===== config.mk =====
export PLATFORM = sky130hd
export DESIGN_NAME = vga_timing_gen
export DESIGN_NICKNAME = d
export VERILOG_FILES = /design/src/rtl/vga_timing_gen.sv
export SDC_FILE = /design/constraint.sdc
export NUM_CORES = 1
export LEC_CHECK = 0
export ABC_AREA = 1
export CAP_MARGIN = 20
export CORE_MARGIN = 1.5
export CORE_UTILIZATION = 40
export DETAILED_ROUTE_END_ITERATION = 8
export PLACE_DENSITY = 0.74
export SLEW_MARGIN = 15
export SYNTH_ARGS = -nofsm -noshare
export SYNTH_HDL_FRONTEND = slang
export SYNTH_SLANG_ARGS = --single-unit

===== constraint.sdc =====
create_clock -name clk -period 1.7 [get_ports clk]
set_input_delay 0.255 -clock clk [delete_from_list [all_inputs] [get_ports clk]]
set_output_delay 0.255 -clock clk [all_outputs]
set_load 0.05 [all_outputs]

===== src/rtl/vga_timing_gen.sv =====
// Parametrised video timing generator: pixel-clock divider, h/v position counters,
// sync/active decode, line/frame strobes and a completed-frame counter.
module vga_timing_gen #(
  parameter int H_ACTIVE  = 640,
  parameter int H_FP      = 16,
  parameter int H_SYNC    = 96,
  parameter int H_BP      = 48,
  parameter int V_ACTIVE  = 480,
  parameter int V_FP      = 10,
  parameter int V_SYNC    = 2,
  parameter int V_BP      = 33,
  parameter int HSYNC_POL = 0,
  parameter int VSYNC_POL = 0,
  parameter int PIX_DIV   = 2,
  parameter int HW        = 11,
  parameter int VW        = 10,
  parameter int FRAME_W   = 16
) (
  input  logic               clk,
  input  logic               reset,
  input  logic               enable,
  input  logic               restart,
  output logic               pix_en,
  output logic [HW-1:0]      hcount,
  output logic [VW-1:0]      vcount,
  output logic               hsync,
  output logic               vsync,
  output logic               active_video,
  output logic               line_start,
  output logic               frame_start,
  output logic [FRAME_W-1:0] frame_count
);

  localparam int H_TOTAL = H_ACTIVE + H_FP + H_SYNC + H_BP;
  localparam int V_TOTAL = V_ACTIVE + V_FP + V_SYNC + V_BP;
  localparam int DW      = (PIX_DIV > 1) ? $clog2(PIX_DIV) : 1;

  // Decode bounds carry one extra bit so a region ending exactly at 2^HW still compares correctly.
  localparam logic [HW:0] H_ACT_END = (HW+1)'(H_ACTIVE);
  localparam logic [HW:0] H_SYN_BEG = (HW+1)'(H_ACTIVE + H_FP);
  localparam logic [HW:0] H_SYN_END = (HW+1)'(H_ACTIVE + H_FP + H_SYNC);
  localparam logic [VW:0] V_ACT_END = (VW+1)'(V_ACTIVE);
  localparam logic [VW:0] V_SYN_BEG = (VW+1)'(V_ACTIVE + V_FP);
  localparam logic [VW:0] V_SYN_END = (VW+1)'(V_ACTIVE + V_FP + V_SYNC);

  localparam logic [HW-1:0] H_LAST   = HW'(H_TOTAL - 1);
  localparam logic [VW-1:0] V_LAST   = VW'(V_TOTAL - 1);
  localparam logic [DW-1:0] DIV_LAST = DW'(PIX_DIV - 1);

  localparam logic HS_ON = (HSYNC_POL != 0);
  localparam logic VS_ON = (VSYNC_POL != 0);

  if (PIX_DIV < 1) begin : g_bad_div
    $error("vga_timing_gen: PIX_DIV must be >= 1");
  end
  if (H_TOTAL > (1 << HW)) begin : g_bad_hw
    $error("vga_timing_gen: H_TOTAL does not fit in HW bits");
  end
  if (V_TOTAL > (1 << VW)) begin : g_bad_vw
    $error("vga_timing_gen: V_TOTAL does not fit in VW bits");
  end

  logic          run;
  logic [DW-1:0] div_cnt;
  logic          div_last;
  logic          h_last;
  logic          v_last;
  logic          h_act;
  logic          v_act;
  logic          h_in_sync;
  logic          v_in_sync;

  assign div_last = (div_cnt == DIV_LAST);
  assign h_last   = (hcount == H_LAST);
  assign v_last   = (vcount == V_LAST);
  assign pix_en   = enable & run & div_last;

  // The divider free-runs under enable even before run is set; only pix_en waits for run.
  always_ff @(posedge clk or posedge reset) begin
    if (reset) begin
      run         <= 1'b0;
      div_cnt     <= '0;
      hcount      <= '0;
      vcount      <= '0;
      frame_count <= '0;
    end else begin
      if (enable) run <= 1'b1;
      if (restart) begin
        div_cnt <= '0;
        hcount  <= '0;
        vcount  <= '0;
      end else if (enable) begin
        div_cnt <= div_last ? '0 : div_cnt + 1'b1;
        if (pix_en) begin
          if (h_last) begin
            hcount <= '0;
            if (v_last) begin
              vcount      <= '0;
              frame_count <= frame_count + 1'b1;
            end else begin
              vcount <= vcount + 1'b1;
            end
          end else begin
            hcount <= hcount + 1'b1;
          end
        end
      end
    end
  end

  assign h_act     = ({1'b0, hcount} < H_ACT_END);
  assign v_act     = ({1'b0, vcount} < V_ACT_END);
  assign h_in_sync = ({1'b0, hcount} >= H_SYN_BEG) && ({1'b0, hcount} < H_SYN_END);
  assign v_in_sync = ({1'b0, vcount} >= V_SYN_BEG) && ({1'b0, vcount} < V_SYN_END);

  assign active_video = run & h_act & v_act;
  assign hsync        = (run & h_in_sync) ? HS_ON : ~HS_ON;
  assign vsync        = (run & v_in_sync) ? VS_ON : ~VS_ON;
  assign line_start   = pix_en & (hcount == '0);
  assign frame_start  = line_start & (vcount == '0);

endmodule


==> results.yml, run 1 <==
# flow metrics
outcome:
  status: "finished, violations left"
  failed_checks: "negative setup slack"
logic_synthesis:
  netlist.top_cell.by_area: "sky130_fd_sc_hd__dfrtp_1"
  count_of_flip_flops_with_a_built_in_enable_after_synthesis: 0
  yosys_register_bits: 39
  postSynth.asyncResetShare_pct: 100
  synthesis.yosys.warnings: 0
  synthesis.nets: 380
  largest_cells_by_area: "sky130_fd_sc_hd__dfrtp_1 38%, sky130_fd_sc_hd__nand2_1 18%, sky130_fd_sc_hd__inv_1 7.4%, sky130_fd_sc_hd__nor2_1 6.4%, sky130_fd_sc_hd__nand3_1 6.2%"
  synth-seq-area-share_pct: 38.0
  count_of_instantiated_cells_in_the_yosys_netlist: 371
  yosys_area_um2: 2570
  area_share_of_the_largest_cell_type_after_synthesis_pct: 38.0
  post_synth_instance_area_um2: 2570
  synthCells: 371
  synth-main-ff-cell: "sky130_fd_sc_hd__dfrtp_1"
  syn_avg_cell_area_um2: 6.93
  synth.lib_cells_used.distinct: 29
critical_path:
  timing.critical_path.fanout_max: 4
  worst-endpoint-arrival_ps: 1550
  cp_cell_sequence: "nor2_2 > nand4_1 > nor2_4 > and3_4 > buf_12"
  critical_path_class: "reg2out"
  startpoint_type: "flop"
  critPathCaptureType: "primary output"
  ff2ff_setup_slack_ps: 0
  timing.rr.start: "hcount[0]"
  required_ps: 1440
  slowest_delay_ps: 450
  crit_path_top_delay_cell: "sky130_fd_sc_hd__dfrtp_2"
  r2r-end: "vcount[5]"
  reg2regPathDepth: 10
sta:
  achievable-frequency_mhz: 554
  finalCriticalPeriod_ps: 1800
  finClkSkew_ps: 6.16
  rsz_0062_raised_after_global_routing: "yes"
  totalNegativeSetupSlack_ps: -191
  timing_worst_slew_pin_value_ps: 585
  final_hold_viol_count: 0
  worst_slack_setup_final_ps: -104
  portion_of_the_clock_cycle_consumed_by_the_worst_path_in_the_final_layout_pct: 106
  slew-limit-headroom_pct: 60.7
  setup_violations: 4
  maxSlewViolCount: 0
detailed_routing:
  wire_length_on_met2_um: 3680
  vias_after_detailed_routing: 2864
  drtPass1Iterations: 5
  routed.top_layer: "met4"
  average_wire_per_cell_in_the_routed_design_um: 13.5
  drtAntennaViolNets: 0
  wirelength_um: 7370
  number_of_design_rule_violations_left_by_the_first_detailed_router_iteration: 189
  vias_per_cell: 5.23
  wl_met3_um: 441
  met1Wirelength_um: 3140
  drcViolationCount: 0
finish:
  finalInstanceArea_um2: 3740
  num-nets-final: 479
  flow.area_growth_from_synthesis_pct: 45.4
  insertedDiodeCount: 0
  drive_gt1_share_pct: 36.3
  final_core_utilization_pct: 59.5
cts:
  numClockSinks: 39
  ctsHoldBuffers: 0
  inserted_clock_buffers: 5
  tritoncts_clock_tree: "yes"
  cts_post_setup_buffers_inserted: 17
  htree_num_levels: 2
  clock-root-buffer: "sky130_fd_sc_hd__clkbuf_8"
  worst_skew_pair.late_latency_ps: 290
  post_cts_resized: 13
  cts.path.max_buffers: 2
  clkTransAtPathRegs_ps: 80
floorplanning:
  die_area_um2: 6920
  initCoreUtil_pct: 41.0
  floorplan.die.width_um: 83.2
  total_i_o_pin_count: 47
  die-height_um: 83.2
global_routing:
  wire_length_of_the_first_global_routing_pass_um: 11500
  overall_fraction_of_global_route_tracks_in_use_pct: 20.2
  grt_pass1_vias: 2593
  groute.layer.met2.usage_pct: 35.6
  gr-usage-met1_pct: 25.4
  overflow: 0
  grt_start_max_net_pins: 40
  antenna_found_initial: 0
  groute.layer.met3.usage_pct: 3.48
  top_usage_layer: "met2"
placed_design:
  buffer_ports.inserted: 46
  place_hpwl_um: 4860
  place_area_um2: 3310
  gp_weighted_congestion: 0.901
power_and_ir_drop:
  cellPowerDensity_nw_per_um2: 473
  p_leak_nw: 1.86
  vdd_drop_max_mv: 0.421
  power_consumption_w: 0.00177
flow_run:
  maxCapViolations: 0
  openroad.warnings: 31
hold_path:
  hp-class: "in2async"
[run 1: through the flow]
step                hold slack [ps]  worst slack, ps  std cells
floorplan                       327             -106        371
global placement                514            -35.4        509
detailed placement              520             -105        509
CTS                             329            -85.0        534
global route                    350             -177        548
finish                          317             -104        548
[run 1: cells in the final DEF (no fill, tap or decap), types with 6 or more instances in the layout]
cell,Yosys,routed
sky130_fd_sc_hd__nor2_4,4,8
sky130_fd_sc_hd__nor2_2,1,6
sky130_fd_sc_hd__nand3_1,32,30
sky130_fd_sc_hd__nand2_1,120,115
sky130_fd_sc_hd__dfrtp_2,0,19
sky130_fd_sc_hd__nand2_2,4,7
sky130_fd_sc_hd__o21ai_0,12,11
sky130_fd_sc_hd__buf_4,1,83
sky130_fd_sc_hd__nand4_1,21,21
sky130_fd_sc_hd__buf_12,0,9
sky130_fd_sc_hd__dfrtp_1,39,20
sky130_fd_sc_hd__inv_1,51,43
sky130_fd_sc_hd__inv_2,4,11
sky130_fd_sc_hd__nor2_1,44,36
[run 1: power by group]
| part | internal, W | switching [W] |
|---|---|---|
| Sequential | 0.000934 | 0.00000478 |
| Clock | 0.000287 | 0.000347 |
| Combinational | 0.0000779 | 0.000118 |
| Total | 0.00130 | 0.000469 |
[run 1: sequential cells by signal, indices dropped and copies added, names as in the netlist]
name and flops:
hcount 11, div_cnt 1, vcount 10, frame_count 16
run 1
[run 1: synth_stat cells, types with 3 or more instances]
master and number:
sky130_fd_sc_hd__nand2_1 120, sky130_fd_sc_hd__o21ai_0 12, sky130_fd_sc_hd__nand3_1 32, sky130_fd_sc_hd__nand2_2 4, sky130_fd_sc_hd__inv_1 51, sky130_fd_sc_hd__xor2_1 4, sky130_fd_sc_hd__nor3_1 7, sky130_fd_sc_hd__inv_2 4
sky130_fd_sc_hd__nor2_4 4, sky130_fd_sc_hd__nor4_1 3, sky130_fd_sc_hd__nor2_1 44, sky130_fd_sc_hd__ha_1 5, sky130_fd_sc_hd__nand4_1 21, sky130_fd_sc_hd__dfrtp_1 39, sky130_fd_sc_hd__xnor2_1 5
[run 1: kinds of logic after synthesis]
family | after synthesis | share of synthesized area (%)
simple gates | 246 | 44.8
buf+inv | 59 | 9.25
flops | 39 | 38.0
compound gates | 13 | 2.53
xor+xnor | 9 | 3.07
fa+ha+maj | 5 | 2.43
[run 1: critical path: cells and delay by family (launching register included)]
kind | cells | cell delay, ps
buffers and inverters | 1 | 130
flip-flops | 1 | 450
AND/OR/NAND/NOR | 4 | 680
[run 1: layout make-up]
class                      count  area [um^2]
clock inverter                 2         12.5
timing repair buffer          95          833
inverter                      55          209
tap                           77         96.3
clock buffer                   6         72.6
fill                         566         2540
multi-input combinational    274         1510
sequential                    39         1000
[run 1: how the worst max path moves through the flow]
stage | startpoint | end | slack, ps | depth (start not counted)
3_5_place_dp | enable | vcount[4] | -110 | 9
2_1_floorplan | hcount[1] | frame_start | -110 | 5
5_1_grt | hcount[1] | frame_start | -180 | 6
6_report | hcount[7] | frame_start | -100 | 5
4_1_cts | hcount[1] | frame_start | -90 | 6
3_3_place_gp | enable | vcount[4] | -40 | 9
**Run 1: wiring by layer**

(6 px per um) Only two layers are drawn.
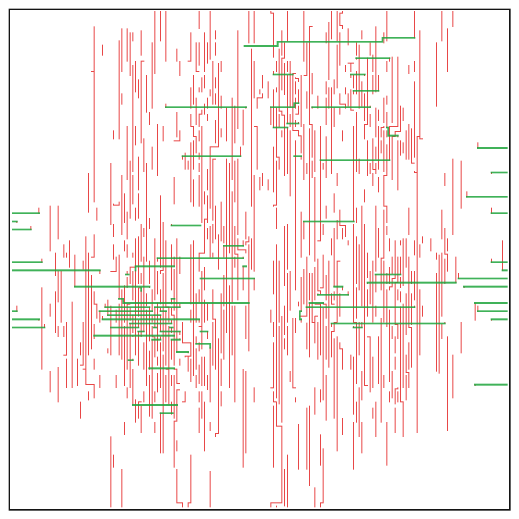
| colour | layer | wire length |
|---|---|---|
| green | metal 3 | 442 um |
| red | metal 2 | 3680 um |

**Run 1: wires at chosen ports, followed through buffers**

(3 px per um)
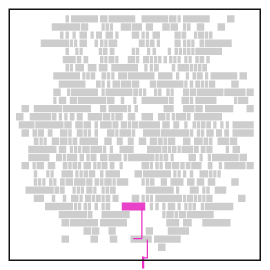
| colour | port | bits | direction | end cells | wire |
|---|---|---|---|---|---|
| magenta | active_video | 1 | output | 1 | 21.1 um |

**Run 1: cell placement**

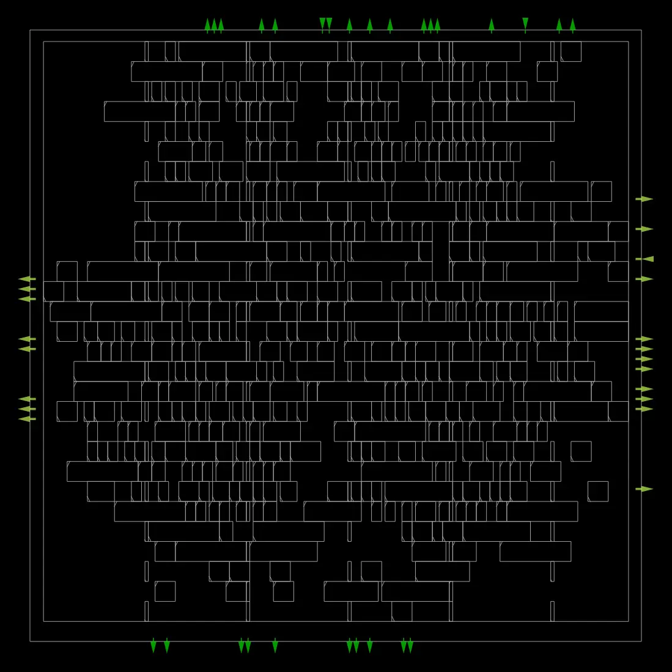
placeable core region: 6280 um^2
fraction of area in registers: 26.7%
FP Rows: 29
num sequential: 39

==> run 2, diff against run 1 <==
--- a/config.mk
+++ b/config.mk
@@ -7,6 +7,7 @@
 export LEC_CHECK = 0
 export ABC_AREA = 1
 export CAP_MARGIN = 20
+export CORE_ASPECT_RATIO = 2
 export CORE_MARGIN = 1.5
 export CORE_UTILIZATION = 40
 export DETAILED_ROUTE_END_ITERATION = 8
**Run 2: sizing map**

(6 px per um)
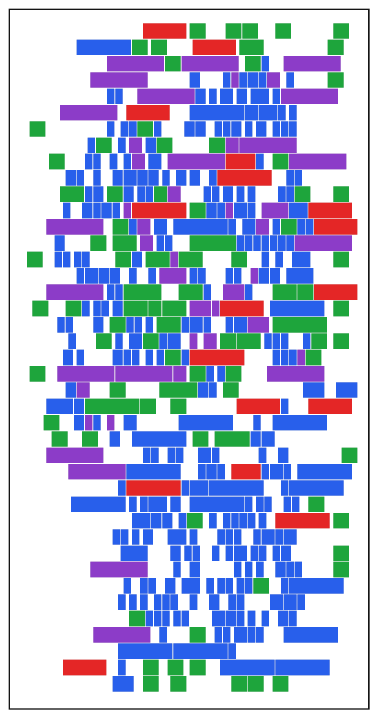
| colour | size | cells |
|---|---|---|
| green | _3 and _4 cells | 88 |
| red | _6 and larger | 17 |
| blue | _0 and _1 cells | 304 |
| purple | _2 cells | 46 |

==> run 2 against run 1 <==
The flow still finishes with violations (negative setup slack); power increased by 21%; sequential power increased by 0.4%; clock skew decreased by 1.5 ps; via count shrank 6.8%; routed wire length is 6.0% lower; combinational power shrank 2%; worst hold slack improved by 12 ps; sequential cell count unchanged; utilization decreased by 0.72 points.
==> results.yml, run 2 <==
# flow metrics
sta:
  rsz_0062_raised_after_global_routing: "yes"
  worst_slack_setup_final_ps: -103
  final_hold_viol_count: 0
  achievable-frequency_mhz: 555
  hold_slack_ps: 329
  setup_violations: 4
  maxSlewViolCount: 0
  finalCriticalPeriod_ps: 1800
  slew-limit-headroom_pct: 77.1
logic_synthesis:
  area_share_of_the_largest_cell_type_after_synthesis_pct: 38.0
  ys_top_cells_by_count: "120 x sky130_fd_sc_hd__nand2_1, 51 x sky130_fd_sc_hd__inv_1, 44 x sky130_fd_sc_hd__nor2_1"
  synth.most_common_cell: "sky130_fd_sc_hd__nand2_1"
  count_of_instantiated_cells_in_the_yosys_netlist: 371
  syn_avg_cell_area_um2: 6.93
  yosys_register_bits: 39
  synthCells: 371
  synthesis.yosys.warnings: 0
  synth-seq-area-share_pct: 38.0
  synth-main-ff-cell: "sky130_fd_sc_hd__dfrtp_1"
  postSynth.asyncResetShare_pct: 100
  largest_cells_by_area: "sky130_fd_sc_hd__dfrtp_1 38%, sky130_fd_sc_hd__nand2_1 18%, sky130_fd_sc_hd__inv_1 7.4%, sky130_fd_sc_hd__nor2_1 6.4%, sky130_fd_sc_hd__nand3_1 6.2%"
  post_synth_instance_area_um2: 2570
  synthesis.nets: 380
  synth.lib_cells_used.distinct: 29
detailed_routing:
  drtAntennaViolNets: 0
  drcViolationCount: 0
  number_of_design_rule_violations_left_by_the_first_detailed_router_iteration: 147
  drtPass1Iterations: 4
  vias_after_detailed_routing: 2669
  wirelength_um: 6930
  average_wire_per_cell_in_the_routed_design_um: 12.8
global_routing:
  wire_length_of_the_first_global_routing_pass_um: 11400
  overall_fraction_of_global_route_tracks_in_use_pct: 21.3
  overflow: 0
  antenna_found_initial: 0
  grt_start_max_net_pins: 40
  grt_pass1_vias: 2569
finish:
  largest_reg_flops: 16
  filler_cell_count: 589
  final_core_utilization_pct: 58.8
  flow.area_growth_from_synthesis_pct: 43.2
  finalInstanceArea_um2: 3680
  insertedDiodeCount: 0
  largest_registers: "frame_count: 16 flops, hcount: 11 flops, vcount: 10 flops"
  num-nets-final: 463
  drive_gt1_share_pct: 33.2
critical_path:
  critical_path_class: "reg2out"
  cp_cell_sequence: "inv_1 > nand4_1 > nor2_4 > and3_4 > buf_12"
  required_ps: 1440
  slowest_delay_ps: 450
  buffers_and_inverters_on_the_worst_path: 2
  crit_family: "simple AND/OR/NAND/NOR gates"
  worst-endpoint-arrival_ps: 1550
  ff2ff_setup_slack_ps: 80
flow_run:
  maxCapViolations: 0
cts:
  ctsHoldBuffers: 0
  clkTransAtPathRegs_ps: 60
  cts.path.max_buffers: 2
  clock-root-buffer: "sky130_fd_sc_hd__clkbuf_16"
  numClockSinks: 39
  worst_skew_pair.late_latency_ps: 290
  tritoncts_clock_tree: "yes"
  inserted_clock_buffers: 5
power_and_ir_drop:
  share_clk_of_total_power_pct: 47.1
  cellPowerDensity_nw_per_um2: 583
  p_leak_nw: 1.79
  power_switching_share_pct: 23.6
  vdd_drop_max_mv: 0.506
  combPwrFrac_pct: 9.0
  relative_contribution_of_sequential_cells_to_total_power_pct: 43.9
  internal-power_w: 0.00164
  p_sw_w: 0.000507
floorplanning:
  initCoreUtil_pct: 41.1
  total_i_o_pin_count: 47
  die-height_um: 116
  floorplan.die.width_um: 59.7
  die_area_um2: 6950
outcome:
  status: "finished, violations left"
  failed_checks: "negative setup slack"
placed_design:
  place_hpwl_um: 5110
  place_area_um2: 3360
hold_path:
  hp-class: "in2async"
**Run 2: cell placement**

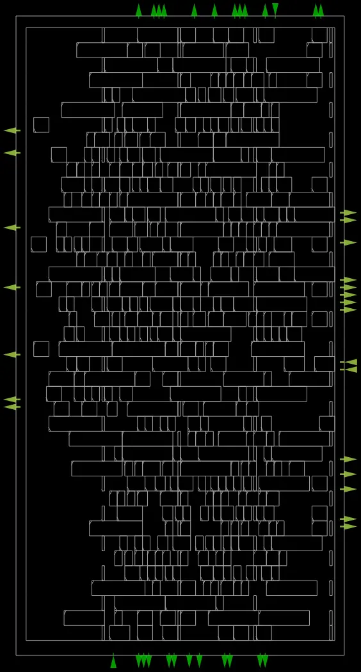
placeable core region: 6260 um^2
FP Rows: 41

==> run 2: metrics by stage <==
step           TNS (ps)  total power (W)  std cells  setup WS (ps)
3_5_place_dp      -2320          0.00114        521           -157
4_1_cts            -131          0.00216        537          -78.9
5_1_grt            -407          0.00222        541           -167
3_3_place_gp      -1200          0.00114        521          -74.9
6_report           -178          0.00215        541           -103
2_1_floorplan      -168          0.00105        371           -106
==> run 2: cell type report <==
| type | instances | area (um^2) | area share [%] |
|---|---|---|---|
| inverter | 55 | 211 | 5.74 |
| multi-input combinational | 273 | 1480 | 40.2 |
| clock inverter | 1 | 7.51 | 0.204 |
| tap | 86 | 108 | 2.92 |
| sequential | 39 | 1000 | 27.2 |
| timing repair buffer | 80 | 721 | 19.6 |
| clock buffer | 7 | 153 | 4.15 |
==> run 2: power by group through the flow <==
stage	combinational [W]	sequential, W	clock [W]
after floorplan	0.0000785	0.000975	0
after global placement	0.000177	0.000959	0
after detailed placement	0.000180	0.000959	0
after CTS	0.000192	0.000942	0.00103
after global routing	0.000212	0.000942	0.00107
final	0.000192	0.000942	0.00101
==> run 2: worst reg2reg max path: stages (launching register included) <==
cell and delay, ps:
sky130_fd_sc_hd__dfrtp_2 390, sky130_fd_sc_hd__ha_1 180, sky130_fd_sc_hd__nand2_2 130, sky130_fd_sc_hd__nor2_4 150
sky130_fd_sc_hd__nand3_4 160, sky130_fd_sc_hd__nor3_4 370, sky130_fd_sc_hd__nand2_1 100, sky130_fd_sc_hd__nand2_1 80
==> run 2: final timing paths <==
path | startpoint | endpoint | depth (start not counted)
setup / recovery | hcount[8] | frame_start | 5
hold / removal | reset | frame_count[15] | 3
setup reg to reg | hcount[1] | vcount[9] | 7
hold reg to reg | run | run | 2
max in group asynchronous | reset | hcount[6] | 3
min in group clk | run | run | 2
==> run 2: kinds of logic (layout without fill, tap and decap cells) <==
kind of cell    after synthesis  after routing  share of synthesized area, %
simple gates                246            246                          44.8
buf+inv                      59            143                          9.25
flops                        39             39                          38.0
compound gates               13             13                          2.53
xor+xnor                      9              9                          3.07
fa+ha+maj                     5              5                          2.43
==> run 2: timing repair <==
item                       4_1_cts  5_1_grt
cloned                           0        0
pin swaps                        6        3
buffers inserted                 8        4
gates resized                    9       15
setup endpoints to repair        5       31
==> run 2: metal layers <==
| layer | part of all wire, % | GRT usage [%] |
|---|---|---|
| met4 | 3.3 | 11.0 |
| met3 | 3.5 | 3.10 |
| met2 | 55 | 38.6 |
| met5 | 0 | 0 |
| met1 | 38 | 22.8 |
==> run 3, diff against run 2 <==
--- a/config.mk
+++ b/config.mk
@@ -5,13 +5,13 @@
 export SDC_FILE = /design/constraint.sdc
 export NUM_CORES = 1
 export LEC_CHECK = 0
-export ABC_AREA = 1
+export ABC_AREA = 0
 export CAP_MARGIN = 20
 export CORE_ASPECT_RATIO = 2
 export CORE_MARGIN = 1.5
 export CORE_UTILIZATION = 40
 export DETAILED_ROUTE_END_ITERATION = 8
-export PLACE_DENSITY = 0.74
+export PLACE_DENSITY = 0.76
 export SLEW_MARGIN = 15
 export SYNTH_ARGS = -nofsm -noshare
 export SYNTH_HDL_FRONTEND = slang
**Run 3: pin placement**

(6 px per um) Pins as bars across the die edge, other pins in grey.
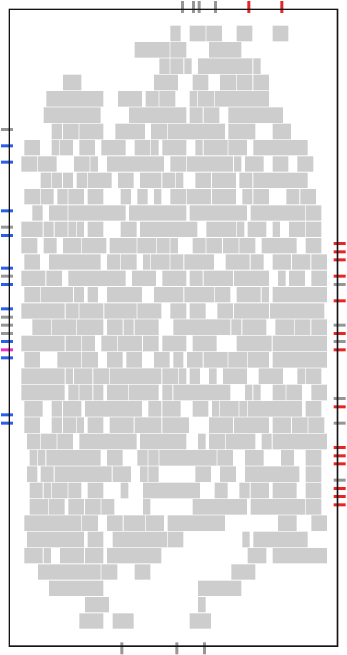
| colour | port | pins | direction | edge |
|---|---|---|---|---|
| magenta | active_video | 1 | output | west |
| blue | hcount | 11 | output | west |
| red | frame_count | 16 | output | 14 east, 2 north |
all pins by edge: 20 east, 18 west, 6 north, 3 south
buffers added on ports: 46
die width: 54.5 um

==> run 3 against run 2 <==
The run still ends with negative setup slack left; final cell count down 27%; worst hold slack worse by 17 ps; die area fell by 17%; routed wire length shrank 0.27%; setup slack worse by 310 ps; utilization grew 11 points; power decreased by 16%; sequential power about the same; combinational power rose by 32%; non-clock buffer count rose by 38; clock skew is 2.4 ps higher.
==> results.yml, run 3 <==
# flow metrics
cts:
  inserted_clock_buffers: 5
  htree_num_levels: 2
  worst_skew_pair.late_latency_ps: 300
  clkTransAtPathRegs_ps: 80
  clock-root-buffer: "sky130_fd_sc_hd__clkbuf_8"
outcome:
  failed_checks: "negative setup slack"
  status: "finished, violations left"
flow_run:
  maxCapViolations: 0
detailed_routing:
  average_wire_per_cell_in_the_routed_design_um: 17.4
  drtAntennaViolNets: 0
  drcViolationCount: 0
  number_of_design_rule_violations_left_by_the_first_detailed_router_iteration: 87
  wire_length_on_met2_um: 3960
  vias_per_cell: 5.61
  met1Wirelength_um: 2330
  vias_after_detailed_routing: 2228
  drtPass1Iterations: 4
  wl_met3_um: 225
sta:
  setup_violations: 41
  timing_worst_slew_pin_value_ps: 513
  finClkSkew_ps: 7.02
  worst_slack_setup_final_ps: -409
  totalNegativeSetupSlack_ps: -5920
  final_hold_viol_count: 0
  slew-limit-headroom_pct: 65.5
  rsz_0062_raised_after_global_routing: "yes"
  portion_of_the_clock_cycle_consumed_by_the_worst_path_in_the_final_layout_pct: 124
  maxSlewViolCount: 0
  achievable-frequency_mhz: 474
finish:
  flow.area_growth_from_synthesis_pct: 69.9
  num-nets-final: 347
  largest-register: "frame_count"
  final_core_utilization_pct: 70.1
  mostFrequentLayoutCells: "89 x sky130_fd_sc_hd__buf_4, 20 x sky130_fd_sc_hd__dfrtp_2, 20 x sky130_fd_sc_hd__buf_6"
  drive_gt1_share_pct: 57.8
  finalInstanceArea_um2: 3600
  logic_area_um2: 1360
  final_common_cell: "sky130_fd_sc_hd__buf_4"
  insertedDiodeCount: 0
  largest_registers: "frame_count: 16 flops, hcount: 11 flops, vcount: 10 flops"
  layout.area.seq_um2: 1000
  largest_reg_flops: 16
logic_synthesis:
  post_synth_instance_area_um2: 2120
  postSynth.asyncResetShare_pct: 100
  synth.most_common_cell: "sky130_fd_sc_hd__dfrtp_1"
  ys_top_cells_by_count: "39 x sky130_fd_sc_hd__dfrtp_1, 22 x sky130_fd_sc_hd__nand2_1, 17 x sky130_fd_sc_hd__nor2_1"
  synthesis.yosys.warnings: 0
  synthCells: 217
  synthesis.nets: 226
  synth.lib_cells_used.distinct: 43
  count_of_instantiated_cells_in_the_yosys_netlist: 217
  synth-seq-area-share_pct: 46.1
  synth_adder_area_share_pct: 2.95
  count_of_flip_flops_with_a_built_in_enable_after_synthesis: 0
  largest_cells_by_area: "sky130_fd_sc_hd__dfrtp_1 46%, sky130_fd_sc_hd__xor2_1 6.6%, sky130_fd_sc_hd__nand2_1 3.9%, sky130_fd_sc_hd__xnor2_1 3.7%, sky130_fd_sc_hd__nand3_1 3.3%"
  synth.mux.area_fraction_pct: 0.532
  synth_compound_gate_area_share_pct: 10.0
placed_design:
  place_area_um2: 3120
  preCtsSetupSlack_ps: -465
  place_hpwl_um: 4800
power_and_ir_drop:
  p_sw_w: 0.000460
  power_switching_share_pct: 25.5
  cellPowerDensity_nw_per_um2: 502
  combPwrFrac_pct: 14.0
  vdd_drop_max_mv: 0.515
  share_clk_of_total_power_pct: 33.9
  internal-power_w: 0.00135
global_routing:
  overflow: 0
  grt_pass1_vias: 2327
  overall_fraction_of_global_route_tracks_in_use_pct: 25.7
  grt_start_max_net_pins: 40
critical_path:
  timing.critical_path.fanout_max: 7
  critical_path_class: "reg2reg"
  required_ps: 1920
  critPathCaptureType: "flop"
  startpoint_type: "flop"
floorplanning:
  core_um2: 5140
  die_area_um2: 5770
  total_i_o_pin_count: 47
  initCoreUtil_pct: 41.2
hold_path:
  hp-class: "in2async"
**Run 3: cell placement**

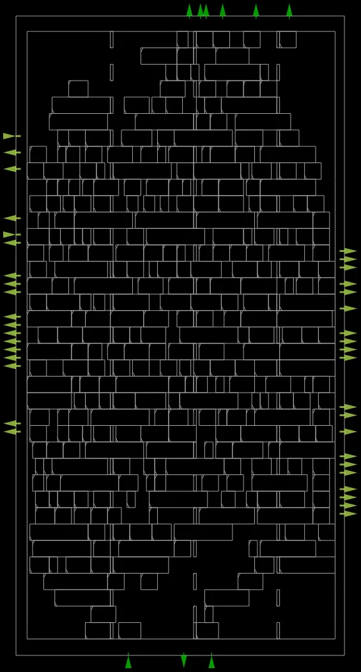
post-route non-filler standard cell count: 397
Layout fillers: 386
FP Rows: 37
Tap Cells: 58

[run 3: worst max-delay path: stages, from the launching register on]
cell and delay [ps]:
sky130_fd_sc_hd__dfrtp_4 420, sky130_fd_sc_hd__buf_6 100, sky130_fd_sc_hd__ha_4 120, sky130_fd_sc_hd__and4_4 250, sky130_fd_sc_hd__nand4_1 140, sky130_fd_sc_hd__or4_4 560, sky130_fd_sc_hd__nor3_2 250, sky130_fd_sc_hd__xor2_1 180
[run 3: layout make-up]
| cell class | count | share of cell area [%] |
|---|---|---|
| Clock buffer | 7 | 2.12 |
| Inverter | 10 | 1.22 |
| Timing Repair Buffer | 118 | 28.8 |
| Tap cell | 58 | 2.02 |
| Sequential cell | 39 | 27.9 |
| Clock inverter | 1 | 0.139 |
| Multi-Input combinational cell | 164 | 37.7 |
[run 3: what timing repair did]
item                       in CTS  in global routing
setup endpoints to repair      41                 42
setup buffers                  12                  3
gates resized                  67                  8
pin swaps                      16                  5
[run 3: worst paths after layout]
check	start	depth (start not counted)	endpoint
worst max-delay path	hcount[0]	7	frame_count[13]
worst min-delay path	reset	3	hcount[0]
worst max register to register	hcount[0]	7	frame_count[13]
worst min register to register	frame_count[15]	1	frame_count[15]
max in group asynchronous	reset	3	vcount[8]
min in group clk	frame_count[15]	1	frame_count[15]
[run 3: power groups by stage]
stage / Clock [W] / Sequential, W / Combinational, W
2_1_floorplan: 0 / 0.000983 / 0.0000776
3_3_place_gp: 0 / 0.000960 / 0.000209
3_5_place_dp: 0 / 0.000960 / 0.000212
4_1_cts: 0.000620 / 0.000942 / 0.000246
5_1_grt: 0.000660 / 0.000943 / 0.000267
6_report: 0.000613 / 0.000942 / 0.000253
[run 3: logic make-up (layout without fill, tap and decap cells)]
| group | count (synthesis) | after routing |
|---|---|---|
| AND/OR/NAND/NOR | 100 | 100 |
| flip-flops | 39 | 39 |
| AND-OR/OR-AND | 33 | 33 |
| XOR/XNOR | 25 | 25 |
| buffers and inverters | 14 | 136 |
| adder cells (fa/ha/maj) | 5 | 5 |
| multiplexers | 1 | 1 |
[run 3: routing by layer]
metal  GRT usage (%)  vias to the layer above
met1            22.9                     1104
met2            47.8                       81
li1                -                     1013
met5               0                        -
met4            17.0                        0
met3            4.35                       30
[run 3: stage by stage]
stage	hold slack (ps)	power, W	cells
detailed placement	468	0.00117	376
finish	312	0.00181	397
floorplan	321	0.00106	217
CTS	318	0.00181	395
global route	347	0.00187	397
global placement	461	0.00117	376
Power figures rest on the tool's default switching activity, not on a simulated workload.
